Fig. 1: clock network drawn from the DEF
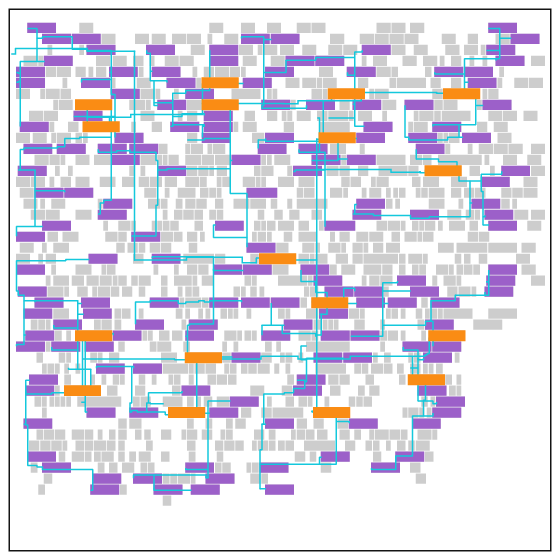
Fig. 2: cells coloured by class
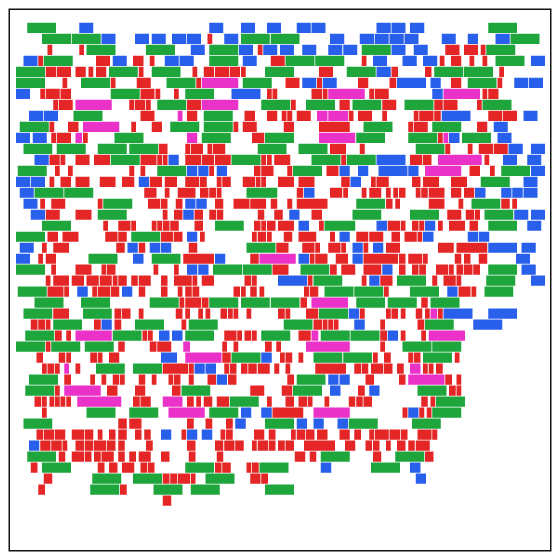
Fig. 3: cell sizes after repair
Bar = 50 um.
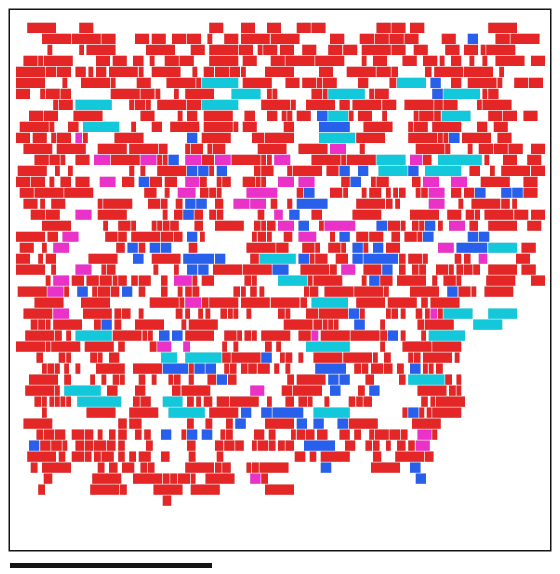
Fig. 4: register map, names as in the netlist
Bar = 50 um.
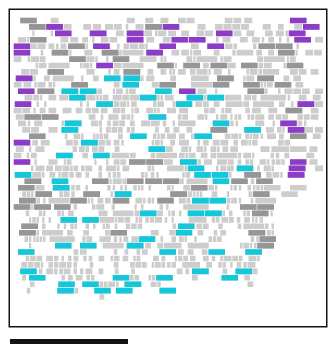
Fig. 5: clock routing
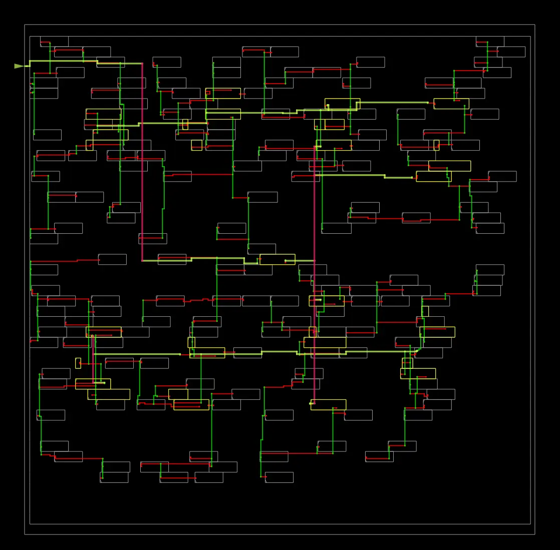
$ cat src/rtl/sysid_regbank_if.sv
// Avalon-MM bus bundle between the CPU data master and the sysid register bank.
// Latency: none, wires only.
// Backpressure: none; the slave has no waitrequest, so every strobe is accepted.
//
// Signals: address (word), read/write strobes, writedata, byteenable,
//          readdata and readdatavalid returned by the slave.
interface sysid_regbank_if #(
  parameter int ADDR_W = 3
) ();
  logic [ADDR_W-1:0] address;
  logic              read;
  logic              write;
  logic [31:0]       writedata;
  logic [3:0]        byteenable;
  logic [31:0]       readdata;
  logic              readdatavalid;

  modport master (
    output address, read, write, writedata, byteenable,
    input  readdata, readdatavalid
  );

  modport slave (
    input  address, read, write, writedata, byteenable,
    output readdata, readdatavalid
  );
endinterface

$ cat src/rtl/sysid_regbank.sv
// System-ID register bank: build ID, timestamp, version, scratch, 64-bit uptime.
// Latency: readdatavalid READ_LATENCY cycles after the read strobe.
// Backpressure: none; reads and writes are accepted in the cycle presented.
//
// Ports: clock, reset (synchronous, active-high), bus (Avalon-MM slave modport).
// Map: 0 SYSTEM_ID, 1 TIMESTAMP, 2 {VER_MAJOR,VER_MINOR}, 3 scratch (RW),
//      4 uptime[31:0] (loads shadow), 5 shadow, 6 control (RW), 7+ reads 0.
module sysid_regbank #(
  parameter logic [31:0] SYSTEM_ID    = 32'd21,
  parameter logic [31:0] TIMESTAMP    = 32'd0,
  parameter logic [15:0] VER_MAJOR    = 16'd2,
  parameter logic [15:0] VER_MINOR    = 16'd0,
  parameter logic [31:0] SCRATCH_INIT = 32'h0,
  parameter int          ADDR_W       = 3,
  parameter int          READ_LATENCY = 1
) (
  input  logic            clock,
  input  logic            reset,
  sysid_regbank_if.slave  bus
);

  if (ADDR_W < 3) begin : g_bad_addr_w
    $error("sysid_regbank: ADDR_W must be >= 3");
  end
  if (READ_LATENCY < 1 || READ_LATENCY > 4) begin : g_bad_latency
    $error("sysid_regbank: READ_LATENCY must be 1..4");
  end

  logic [31:0] scratch;
  logic [63:0] uptime;
  logic [31:0] shadow;
  logic        freeze;

  logic [31:0] rd_val;
  logic        in_map;
  logic [2:0]  word;
  logic        wr_scratch;
  logic        wr_ctrl;
  logic        rd_lo;
  logic        uptime_clr;
  logic        freeze_set;

  // Any set bit above the low three address bits lands outside the map.
  assign in_map     = ((bus.address >> 3) == ADDR_W'(0));
  assign word       = bus.address[2:0];
  assign wr_scratch = bus.write && in_map && (word == 3'd3);
  assign wr_ctrl    = bus.write && in_map && (word == 3'd6) && bus.byteenable[0];
  assign rd_lo      = bus.read  && in_map && (word == 3'd4);
  assign uptime_clr = wr_ctrl && bus.writedata[0];
  assign freeze_set = wr_ctrl && bus.writedata[1];

  // Read mux sees only current register state, so a read coinciding with a
  // write returns the pre-write value.
  always_comb begin
    rd_val = '0;
    if (in_map) begin
      case (word)
        3'd0:    rd_val = SYSTEM_ID;
        3'd1:    rd_val = TIMESTAMP;
        3'd2:    rd_val = {VER_MAJOR, VER_MINOR};
        3'd3:    rd_val = scratch;
        3'd4:    rd_val = uptime[31:0];
        3'd5:    rd_val = shadow;
        3'd6:    rd_val = {30'b0, freeze, 1'b0};
        default: rd_val = '0;
      endcase
    end
  end

  always_ff @(posedge clock) begin
    if (reset) begin
      scratch <= SCRATCH_INIT;
      uptime  <= '0;
      shadow  <= '0;
      freeze  <= 1'b0;
    end else begin
      // Clear beats the increment in the same cycle.
      if (uptime_clr) begin
        uptime <= '0;
      end else if (!freeze) begin
        uptime <= uptime + 64'd1;
      end

      // Low-word read latches the high word of the same sample so the
      // following shadow read forms a coherent 64-bit pair.
      if (uptime_clr) begin
        shadow <= '0;
      end else if (rd_lo) begin
        shadow <= uptime[63:32];
      end

      // Freeze is sticky until reset.
      if (freeze_set) begin
        freeze <= 1'b1;
      end

      if (wr_scratch) begin
        for (int b = 0; b < 4; b++) begin
          if (bus.byteenable[b]) begin
            scratch[8*b +: 8] <= bus.writedata[8*b +: 8];
          end
        end
      end
    end
  end

  // Read return pipeline; data is zeroed at entry so idle slots carry 0.
  logic [READ_LATENCY-1:0] vld_pipe;
  logic [31:0]             dat_pipe [READ_LATENCY];

  always_ff @(posedge clock) begin
    if (reset) begin
      vld_pipe <= '0;
      for (int i = 0; i < READ_LATENCY; i++) begin
        dat_pipe[i] <= '0;
      end
    end else begin
      vld_pipe[0] <= bus.read;
      dat_pipe[0] <= bus.read ? rd_val : 32'd0;
      for (int i = 1; i < READ_LATENCY; i++) begin
        vld_pipe[i] <= vld_pipe[i-1];
        dat_pipe[i] <= dat_pipe[i-1];
      end
    end
  end

  assign bus.readdata      = dat_pipe[READ_LATENCY-1];
  assign bus.readdatavalid = vld_pipe[READ_LATENCY-1];

endmodule

$ cat src/flat_wrapper.sv
// flat-port wrapper written by rule: the top's interface ports become plain ports
module sysid_regbank_flat 
#(
  parameter logic [31:0] SYSTEM_ID    = 32'd21,
  parameter logic [31:0] TIMESTAMP    = 32'd0,
  parameter logic [15:0] VER_MAJOR    = 16'd2,
  parameter logic [15:0] VER_MINOR    = 16'd0,
  parameter logic [31:0] SCRATCH_INIT = 32'h0,
  parameter int          ADDR_W       = 3,
  parameter int          READ_LATENCY = 1
)
  (clock, reset, bus_address, bus_read, bus_write, bus_writedata, bus_byteenable, bus_readdata, bus_readdatavalid);
  sysid_regbank_if #(.ADDR_W(ADDR_W)) bus_i ();
  input  logic clock;
  input  logic reset;
  input wire logic [$bits(bus_i.address)-1:0] bus_address;
  input wire logic [$bits(bus_i.read)-1:0] bus_read;
  input wire logic [$bits(bus_i.write)-1:0] bus_write;
  input wire logic [$bits(bus_i.writedata)-1:0] bus_writedata;
  input wire logic [$bits(bus_i.byteenable)-1:0] bus_byteenable;
  output wire logic [$bits(bus_i.readdata)-1:0] bus_readdata;
  output wire logic [$bits(bus_i.readdatavalid)-1:0] bus_readdatavalid;
  assign bus_i.address = bus_address;
  assign bus_i.read = bus_read;
  assign bus_i.write = bus_write;
  assign bus_i.writedata = bus_writedata;
  assign bus_i.byteenable = bus_byteenable;
  assign bus_readdata = bus_i.readdata;
  assign bus_readdatavalid = bus_i.readdatavalid;
  sysid_regbank #(.SYSTEM_ID(SYSTEM_ID), .TIMESTAMP(TIMESTAMP), .VER_MAJOR(VER_MAJOR), .VER_MINOR(VER_MINOR), .SCRATCH_INIT(SCRATCH_INIT), .ADDR_W(ADDR_W), .READ_LATENCY(READ_LATENCY)) u_core (.clock(clock), .reset(reset), .bus(bus_i));
endmodule
$ cat config.mk
export PLATFORM = sky130hd
export DESIGN_NAME = sysid_regbank_flat
export DESIGN_NICKNAME = d
export VERILOG_FILES = /design/src/rtl/sysid_regbank_if.sv /design/src/rtl/sysid_regbank.sv /design/src/flat_wrapper.sv
export SDC_FILE = /design/constraint.sdc
export NUM_CORES = 1
export LEC_CHECK = 0
export CAP_MARGIN = 20
export CORE_UTILIZATION = 40
export DETAILED_ROUTE_END_ITERATION = 16
export PLACE_DENSITY = 0.59
export SLEW_MARGIN = 20
export SYNTH_ARGS = -nofsm -noshare
export SYNTH_HDL_FRONTEND = slang
export SYNTH_SLANG_ARGS = --single-unit
$ cat constraint.sdc
create_clock -name clock -period 2.1 [get_ports clock]
set_input_delay 0.315 -clock clock [delete_from_list [all_inputs] [get_ports clock]]
set_output_delay 0.315 -clock clock [all_outputs]
set_load 0.05 [all_outputs]
==> run_results.csv <==
group,metric,value,unit
run_status,status,"finished clean",
worst_setup_path,cp.required,2400,ps
die,fp.dieH,134,um
final_timing,tightest_slew,511,ps
synth,yosys-stat-cells,785,
synth,yosysUniqueCellTypes,50,
grt,groute.usage.overall,22.1,%
worst_setup_path,rr_endpoint,"u_core.uptime[60]",
synth,synth_warnings,0,
worst_setup_path,critPathMaxStageDelay,410,ps
clock_network,ctsHoldBuffers,0,
worst_setup_path,end_kind,"flip-flop",
synth,fp_nets,829,
route,drt-total-wl,19100,um
worst_setup_path,r2r_slack,80,ps
route,drtIter0Drc,349,
worst_setup_path,reg2reg_depth,7,
final_timing,layout_min_cycle_time,2020,ps
clock_network,cts_tree,"built",
synth,synth_area_leader_cell,"dfxtp_1",
grt,grt_antenna_before_repair,0,
worst_setup_path,cpLargestDelayFamily,"simple AND/OR/NAND/NOR gates",
placed_design,port_buffers,75,
cells_and_area,layoutNonFillerInstCount,1150,
die,initCoreUtil,41.4,%
placed_design,dp_cells,1115,
cells_and_area,final_layout_top_logic_cells,"160 x dfxtp_1, 104 x nor2_1, 96 x nand2_1",
route,dr.pass1.iters,5,
final_timing,drv_slew,0,
route,final_antenna_net_count,0,
About Fig. 1:
legend:
  flip-flops:
    colour: purple
    count: 162
  clock wires:
    colour: cyan
    length: 1980 um
  cells driving clock nets:
    colour: orange
    count: 17
flops lie: spread over the die
Final Skew: 10.4 ps
Clock power frac: 47.9%
clk latency late pin: 430 ps

About Fig. 2:
legend:
  all other logic:
    colour: red
    cells: 577
  other buffers and delay cells:
    colour: blue
    cells: 159
  flops:
    colour: green
    cells: 162
  clock drivers and dummy loads:
    colour: magenta
    cells: 32
Design Area, Final: 9200 um^2
core box area: 16800 um^2

About Fig. 3:
legend:
  drive 3 to 4:
    colour: blue
    cells: 86
    share: 9.2%
    most_used: buf_4
  drive 1 or less:
    colour: red
    cells: 766
    share: 82%
    most_used: dfxtp_1
  drive 2:
    colour: magenta
    cells: 45
    share: 4.8%
    most_used: mux2_2
  drive 6 and up:
    colour: cyan
    cells: 33
    share: 3.5%
    most_used: clkbuf_16
Layout area overhead: 32.7%
Non-clk bufs: 159

About Fig. 4:
legend:
  `u_core.dat_pipe`:
    colour: purple
    placed_flops: 32
  `u_core.uptime`:
    colour: cyan
    placed_flops: 64
not coloured: 66
sequential share of cell area: 35.3%
Final Core Density: 54.9%
Seq group: 3.10 mW

About Fig. 5:
Clock Sinks: 162
CTS Buf Count: 17

-- synthesized netlist by cell type (2+ instances only) --
cell type	number
a21oi_1	64
a22o_1	3
a22oi_1	28
and2_1	5
and3_1	7
and4_1	6
buf_1	4
clkbuf_1	37
clkbuf_8	3
dfxtp_1	162
inv_1	9
mux2_2	26
mux2i_1	34
nand2_1	96
nand3_1	28
nand3b_1	2
nand4_1	19
nand4b_1	7
nor2_1	105
nor2b_1	3
nor3_1	6
nor4_1	14
nor4_2	2
o21ai_0	27
o31ai_1	9
or3_1	16
or4_1	9
xnor2_1	17
xor2_1	16
-- state kept, by name, summed over array words and instances, names as in the netlist --
signal                    count
u_core.uptime                64
u_core.dat_pipe              32
u_core.scratch               32
u_core.shadow                32
u_core.bus.readdatavalid      1
u_core.freeze                 1
-- power groups by stage --
stage	clock, mW	combinational, mW	sequential [mW]
floorplan	0	0.135	3.18
global placement	0	0.329	3.17
detailed placement	0	0.332	3.17
CTS	3.20	0.334	3.10
global route	3.34	0.358	3.10
finish	3.16	0.337	3.10
-- through the flow --
step / setup TNS, ps / power (mW)
3_5_place_dp: 0 / 3.50
5_1_grt: -119 / 6.79
4_1_cts: 0 / 6.63
2_1_floorplan: 0 / 3.31
3_3_place_gp: 0 / 3.50
6_report: 0 / 6.59
-- layer usage --
metal	vias to the layer above	part of all wire, %	GRT usage (%)
met4	0	2.0	7.39
li1	3039	-	-
met5	-	0	0
met3	23	3.1	4.60
met2	106	49	37.4
met1	3014	46	27.8
-- kinds of logic after synthesis --
group,Yosys count
adders and majority gates,1
AOI/OAI and AO/OA,136
and+or+nand+nor,338
xor gates and xnor gates,33
buffers and inverters,55
muxes,60
DFF,162
-- timing repair --
action,CTS,global route
pin swaps,0,4
gates resized,1,13
setup buffers,0,3
endpoints found under the setup margin,1,23
Power figures rest on the tool's default switching activity, not on a simulated workload.
